`config.mk`:
```
export PLATFORM = sky130hd
export DESIGN_NAME = adder_rr_scheduler
export DESIGN_NICKNAME = d
export VERILOG_FILES = /design/src/rtl/adder_sched_pkg.sv /design/src/rtl/carry_lookahead_adder_64b.sv /design/src/rtl/rr_arbiter.sv /design/src/rtl/adder_rr_scheduler.sv
export SDC_FILE = /design/constraint.sdc
export NUM_CORES = 1
export LEC_CHECK = 0
export ABC_AREA = 1
export CORE_AREA = 2 2 233 235
export DETAILED_ROUTE_END_ITERATION = 8
export DIE_AREA = 0 0 235 237
export GPL_ROUTABILITY_DRIVEN = 0
export HOLD_SLACK_MARGIN = 0.15
export PLACE_DENSITY_LB_ADDON = 0.25
export SKIP_CTS_REPAIR_TIMING = 1
export SLEW_MARGIN = 40
export SYNTH_ARGS = -nofsm -noshare
export SYNTH_HDL_FRONTEND = slang
export SYNTH_SLANG_ARGS = --single-unit
export TNS_END_PERCENT = 100
```
`constraint.sdc`:
```
create_clock -name clk_i -period 5.14 [get_ports clk_i]
set_input_delay 1.542 -clock clk_i [delete_from_list [all_inputs] [get_ports clk_i]]
set_output_delay 1.542 -clock clk_i [all_outputs]
set_load 0.01 [all_outputs]
```
`src/rtl/adder_sched_pkg.sv`:
```
// Shared types for the round-robin adder scheduler: data word, response
// register layout and output register state.
package adder_sched_pkg;

    localparam int DATA_W   = 64;
    localparam int MAX_ID_W = 3;   // enough for up to 8 requesters

    typedef logic [DATA_W-1:0] word_t;

    typedef struct packed {
        logic [MAX_ID_W-1:0] id;
        word_t               sum;
        logic                carry;
    } rsp_t;

    typedef enum logic {
        ST_EMPTY = 1'b0,
        ST_FULL  = 1'b1
    } out_state_e;

endpackage

```
`src/rtl/carry_lookahead_adder_64b.sv`:
```
// 64-bit adder: 4-bit lookahead groups, group generate/propagate chained
// across 16 groups.
module carry_lookahead_adder_64b (
    input  logic [63:0] a_i,
    input  logic [63:0] b_i,
    input  logic        cin_i,
    output logic [63:0] sum_o,
    output logic        cout_o
);

    logic [63:0] g;
    logic [63:0] p;
    logic [64:0] c;

    assign g = a_i & b_i;
    assign p = a_i ^ b_i;

    always_comb begin
        c    = '0;
        c[0] = cin_i;
        for (int gi = 0; gi < 16; gi++) begin
            c[4*gi+1] = g[4*gi] | (p[4*gi] & c[4*gi]);
            c[4*gi+2] = g[4*gi+1] | (p[4*gi+1] & g[4*gi])
                      | (p[4*gi+1] & p[4*gi] & c[4*gi]);
            c[4*gi+3] = g[4*gi+2] | (p[4*gi+2] & g[4*gi+1])
                      | (p[4*gi+2] & p[4*gi+1] & g[4*gi])
                      | (p[4*gi+2] & p[4*gi+1] & p[4*gi] & c[4*gi]);
            // group generate | group propagate & group carry-in
            c[4*gi+4] = g[4*gi+3] | (p[4*gi+3] & g[4*gi+2])
                      | (p[4*gi+3] & p[4*gi+2] & g[4*gi+1])
                      | (p[4*gi+3] & p[4*gi+2] & p[4*gi+1] & g[4*gi])
                      | (&p[4*gi +: 4] & c[4*gi]);
        end
    end

    assign sum_o  = p ^ c[63:0];
    assign cout_o = c[64];

endmodule

```
`src/rtl/rr_arbiter.sv`:
```
// Round-robin arbiter: one-hot grant searching upward from the pointer with
// wrap; pointer moves past the winner only when accept_i strobes.
module rr_arbiter #(
    parameter int NUM_REQ = 4,
    parameter int ID_W    = $clog2(NUM_REQ)
) (
    input  logic               clk_i,
    input  logic               rst_ni,
    input  logic [NUM_REQ-1:0] req_i,
    input  logic               en_i,
    input  logic               accept_i,
    output logic [NUM_REQ-1:0] gnt_o,
    output logic [ID_W-1:0]    gnt_idx_o
);

    logic [ID_W-1:0]    ptr_q;
    logic [NUM_REQ-1:0] gnt;
    logic               found;
    int                 k;

    always_comb begin
        gnt       = '0;
        gnt_idx_o = '0;
        found     = 1'b0;
        k         = 0;
        for (int i = 0; i < NUM_REQ; i++) begin
            k = int'(ptr_q) + i;
            if (k >= NUM_REQ) k = k - NUM_REQ;
            if (!found && req_i[k]) begin
                found     = 1'b1;
                gnt[k]    = 1'b1;
                gnt_idx_o = ID_W'(k);
            end
        end
    end

    assign gnt_o = en_i ? gnt : '0;

    always_ff @(posedge clk_i or negedge rst_ni) begin
        if (!rst_ni) begin
            ptr_q <= '0;
        end else if (accept_i) begin
            ptr_q <= (gnt_idx_o == ID_W'(NUM_REQ-1)) ? '0 : ID_W'(gnt_idx_o + 1'b1);
        end
    end

endmodule

```
`src/rtl/adder_rr_scheduler.sv`:
```
// Shares one 64-bit adder among NUM_REQ requesters with round-robin grant and
// a single-entry response register. Define ADDER_RR_SCHEDULER_SUB_EN to add
// per-requester subtract (req_sub_i).
module adder_rr_scheduler
    import adder_sched_pkg::*;
#(
    parameter int NUM_REQ = 4,
    parameter int ID_W    = $clog2(NUM_REQ)
) (
    input  logic                      clk_i,
    input  logic                      rst_ni,
    input  logic [NUM_REQ-1:0]        req_valid_i,
    output logic [NUM_REQ-1:0]        req_ready_o,
    input  logic [NUM_REQ*DATA_W-1:0] req_op1_i,
    input  logic [NUM_REQ*DATA_W-1:0] req_op2_i,
    input  logic [NUM_REQ-1:0]        req_carry_i,
`ifdef ADDER_RR_SCHEDULER_SUB_EN
    input  logic [NUM_REQ-1:0]        req_sub_i,
`endif
    output logic                      rsp_valid_o,
    input  logic                      rsp_ready_i,
    output logic [ID_W-1:0]           rsp_id_o,
    output logic [DATA_W-1:0]         rsp_sum_o,
    output logic                      rsp_carry_o
);

    out_state_e      state_q;
    rsp_t            rsp_q;
    logic            can_accept;
    logic            xfer;
    logic [ID_W-1:0] gnt_idx;
    word_t           op1;
    word_t           op2;
    logic            cin;
    word_t           sum;
    logic            cout;

    // Draining and refilling in the same cycle keeps one result per cycle.
    assign can_accept = (state_q == ST_EMPTY) | rsp_ready_i;

    rr_arbiter #(
        .NUM_REQ (NUM_REQ),
        .ID_W    (ID_W)
    ) u_arb (
        .clk_i     (clk_i),
        .rst_ni    (rst_ni),
        .req_i     (req_valid_i),
        .en_i      (can_accept & rst_ni),
        .accept_i  (xfer),
        .gnt_o     (req_ready_o),
        .gnt_idx_o (gnt_idx)
    );

    assign xfer = |(req_valid_i & req_ready_o);

    always_comb begin
        op1 = req_op1_i[gnt_idx*DATA_W +: DATA_W];
        op2 = req_op2_i[gnt_idx*DATA_W +: DATA_W];
        cin = req_carry_i[gnt_idx];
`ifdef ADDER_RR_SCHEDULER_SUB_EN
        if (req_sub_i[gnt_idx]) begin
            op2 = ~op2;
            cin = 1'b1;
        end
`endif
    end

    carry_lookahead_adder_64b u_add (
        .a_i    (op1),
        .b_i    (op2),
        .cin_i  (cin),
        .sum_o  (sum),
        .cout_o (cout)
    );

    always_ff @(posedge clk_i or negedge rst_ni) begin
        if (!rst_ni) begin
            state_q <= ST_EMPTY;
            rsp_q   <= '0;
        end else if (xfer) begin
            state_q <= ST_FULL;
            rsp_q   <= '{id: MAX_ID_W'(gnt_idx), sum: sum, carry: cout};
        end else if (rsp_ready_i) begin
            state_q <= ST_EMPTY;
        end
    end

    assign rsp_valid_o = (state_q == ST_FULL);
    assign rsp_id_o    = ID_W'(rsp_q.id);
    assign rsp_sum_o   = rsp_q.sum;
    assign rsp_carry_o = rsp_q.carry;

endmodule

```
Figure 1. Metal 2 (run 1).
Drawn at 1.5 px/um. Cells faint in the background.
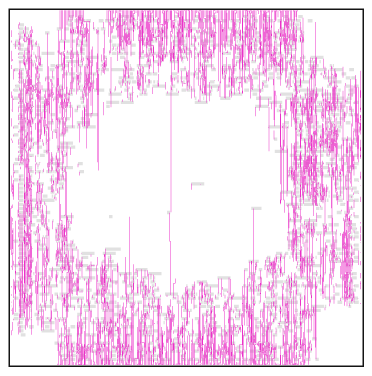
wire length on this layer: 24.7 mm
main direction: vertical

Figure 2. Clock routing (run 1).
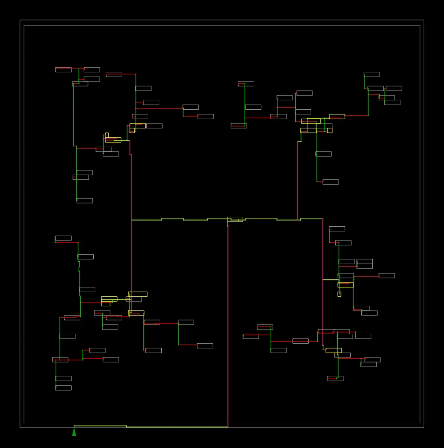
clock latency at the later pin of the worst-skew pair: 0.36 ns
Worst Skew: 0.00860 ns
TritonCTS buffer count: 9

Figure 3. Wires at chosen ports, followed through buffers (run 1).
Drawn at 1.5 px/um.
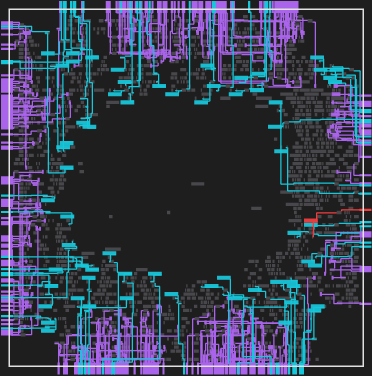
[red] rsp_carry_o | bits: 1 | direction: output | edge: east | end cells: 1 | buffers: 1 | wire: 46.8 um
[purple] req_op1_i | bits: 256 | direction: input | edge: 93 south, 71 north, 70 west, 22 east | end cells: 256 | buffers: 256 | wire: 7780 um
[cyan] rsp_sum_o | bits: 64 | direction: output | edge: 20 north, 19 south, 13 west, 12 east | end cells: 64 | buffers: 64 | wire: 4140 um
count of buffers from port buffering: 594
Top-Level Pins: 595

==> results.txt, run 1 <==
This note records the results obtained with Yosys and OpenROAD.

Layout
The count of buffers not belonging to the clock network in the layout is 793. The dominant logic cell type in the layout is clkdlybuf4s50_1. In the final layout, clock buffers and inverters account for 1.75% of the cell area. The count of inserted antenna diode cells is 0.

STA
Per the final report, max-transition violations number 0. The setup violation total in the final timing report is 34. The worst-case setup margin in the final layout is -1.03 ns. Setup repair after global routing could not meet its margin everywhere.

GRT
The number of antenna violations at the first check in global routing is 2. The first-pass GRT wire length is 72400 um.

Yosys
The synthesis run shows the most used standard cells to be nor2_1 (334), nand2_1 (243), o21ai_0 (217). Ranked by total cell area, the synthesized netlist is headed by dfrtp_1 (19%), nor2_1 (13%), o21ai_0 (12%). During synthesis, Yosys emitted a total of 0 warnings.

For this run the top cell type by instance count after synthesis was nor2_1. Counting every net in the synthesized netlist gives 2098.

Setup path
For flop-to-flop paths, the worst setup slack is -0.53 ns. Among all stages on the critical path, the largest delay is contributed by fa_2. Along the worst path, the maximum fanout reaches 16.

Run status
The final reports fail on negative setup slack. The flow ran to the end, but the final reports show violations.
## run 1: cells by family after synthesis
kind of cell	Yosys count	share of synthesized area (%)
and+or+nand+nor	643	28.2
AOI/OAI and AO/OA	420	27.1
buffers and inverters	232	9.51
adders and majority gates	84	12.5
DFF	70	18.8
xor gates and xnor gates	42	3.94
## run 1: routing by layer
| layer | track usage [%] | routed length [um] |
|---|---|---|
| met5 | 0 | 13 |
| met4 | 6.04 | 1570 |
| met1 | 19.8 | 20400 |
| met2 | 29.6 | 24700 |
| met3 | 3.47 | 3040 |
## run 1: state kept, by name, summed over array words and instances (netlist names)
signal	flops
rsp_id_o	2
rsp_carry_o	1
rsp_sum_o	64
u_arb.ptr_q	2
rsp_valid_o	1
## run 1: worst paths after layout
check / end / depth (start not counted)
setup / recovery: rsp_sum_o[60] / 45
hold / removal: rsp_sum_o[62] / 2
setup reg to reg: rsp_sum_o[60] / 47
hold reg to reg: rsp_sum_o[62] / 2
max in group asynchronous: rsp_sum_o[4] / 3
min in group asynchronous: rsp_sum_o[54] / 2
## run 1: critical path, delay by kind of cell
kind	cells	cell delay, ns
AOI/OAI and AO/OA	5	0.78
adders and majority gates	2	0.78
and+or+nand+nor	32	2.67
buffers and inverters	6	0.65
## run 1: stage by stage
step                std cells  hold slack, ns
floorplan                1491           0.516
global placement         2849           0.467
detailed placement       2849           0.472
CTS                      2865           0.488
global route             2901           0.497
finish                   2901           0.481
## Run 2: what changed since run 1
CTS_CLUSTER_DIAMETER = 60   (was not set)
CTS_CLUSTER_SIZE = 14   (was not set)
==> run 2 against run 1 <==
  * The flow still finishes with violations (negative setup slack)
  * Global-route usage unchanged
  * Via count is the same
  * Wire length is the same
  * Utilization unchanged
  * Critical path depth unchanged
==> results.txt, run 2 <==
This note records the results obtained with Yosys and OpenROAD.

Layout
Counting only logic cells after layout, the most numerous master is clkdlybuf4s50_1. The final antenna diode tally reported by the flow is 0. The final report lists a non-filler cell total of 2901. Fill cells in the final layout number 5678.

Clock network
The insertion delay to the later sink of the worst-skew pair is 0.36 ns. The number of CTS-inserted buffers is 9.

STA
The hold slack is 0.481 ns. The tightest slew margin relative to the limit is 48.9%. The setup skew after layout is 0.00860 ns. The worst-case setup margin in the final layout is -1.03 ns. The setup violation total in the final timing report is 34. Setup repair after global routing could not meet its margin everywhere.

Detailed routing
The amount of wire on met3 after detailed routing is 3040 um. Signal nets in the final route climb as high as met5. Wire segments on met2 add up to 24700 um in the final route.

The first detailed-routing pass took 6 iterations. In the final routing, the length of wire on met1 measures 20400 um.

Placement
In this run the tool buffered the top-level ports with 594 buffer cells. The number of placed instances with taps included is 2849. At the placement stage, the worst setup path has a slack of -2.17 ns.

GRT
The first-pass GRT wire length is 72400 um. The via count of the first global-routing pass is 12.9k. The number of antenna violations at the first check in global routing is 2.

Hold path
The class of the worst hold path is flip-flop to flip-flop.

Die
The die height is 237 um. The I/O pin total is 595.

Run status
The final reports fail on negative setup slack. The run finished, with violations left.

Yosys
The net count of the mapped netlist is 2098. The count of yosys warnings during synthesis is 0. The most numerous cell in the Yosys netlist is nor2_1. The synthesis report names the predominant flop master as dfrtp_1. Sorting the synthesized cells by area gives the leading types as dfrtp_1 (19%), nor2_1 (13%), o21ai_0 (12%).

The proportion of synthesized flip-flops having asynchronous set or reset is 100%. The commonest cells after synthesis are nor2_1 (334), nand2_1 (243), o21ai_0 (217).

Setup path
The maximum net fanout on the critical path is 16.
-- run 2: logic make-up after synthesis --
| family | synth area share, % |
|---|---|
| buf+inv | 9.51 |
| compound gates | 27.1 |
| simple gates | 28.2 |
| fa+ha+maj | 12.5 |
| xor+xnor | 3.94 |
| flops | 18.8 |
-- run 2: area by class of cell --
class	instances	share of cell area, %
Clock buffer	10	1.29
Timing Repair Buffer	793	41.3
Timing Repair inverter	2	0.122
Multi-Input combinational cell	1191	39.6
Inverter	133	3.05
Sequential cell	70	9.48
Tap cell	696	4.72
Clock inverter	6	0.461
-- run 2: final timing paths --
| kind | start | to | slack (ns) | cells past startpoint |
|---|---|---|---|---|
| setup / recovery | req_valid_i[3] | rsp_sum_o[60] | -1.03 | 45 |
| hold / removal | rsp_sum_o[62] | rsp_sum_o[62] | 0.48 | 2 |
| setup reg to reg | u_arb.ptr_q[0] | rsp_sum_o[60] | -0.53 | 47 |
| hold reg to reg | rsp_sum_o[62] | rsp_sum_o[62] | 0.48 | 2 |
| max in group asynchronous | rst_ni | rsp_sum_o[4] | 2.85 | 3 |
| min in group asynchronous | rst_ni | rsp_sum_o[54] | 1.28 | 2 |
-- run 2: worst max-delay path, delay by kind of cell --
family                     cells  cell delay, ns
and+or+nand+nor               32            2.67
buffers and inverters          6            0.65
adders and majority gates      2            0.78
AOI/OAI and AO/OA              5            0.78
-- run 2: routing by layer --
layer | global-route usage, % | up-vias
met5 | 0 | -
met4 | 6.04 | 2
met3 | 3.47 | 71
met2 | 29.6 | 451
met1 | 19.8 | 6071
li1 | - | 6434
Figure 4. Metal 2 (run 2).
Drawn at 1.5 px/um. Cells faint in the background.
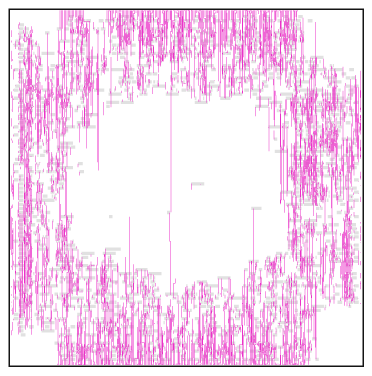
total vias in the final route: 13.0k
met2 demand-to-capacity share in global routing: 29.6%
Total Routed Length: 49700 um

Figure 5. Clock routing (run 2).
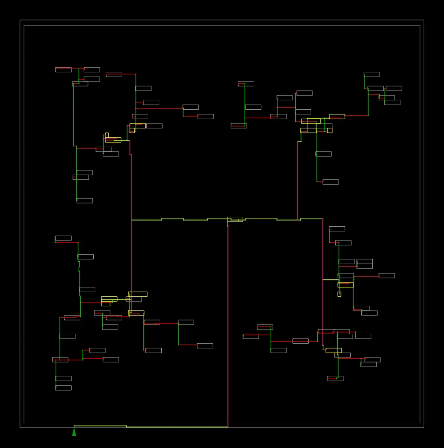
Clock Sinks: 70
count of clock-net buffers in the final layout: 10
Seq Cell Count: 70

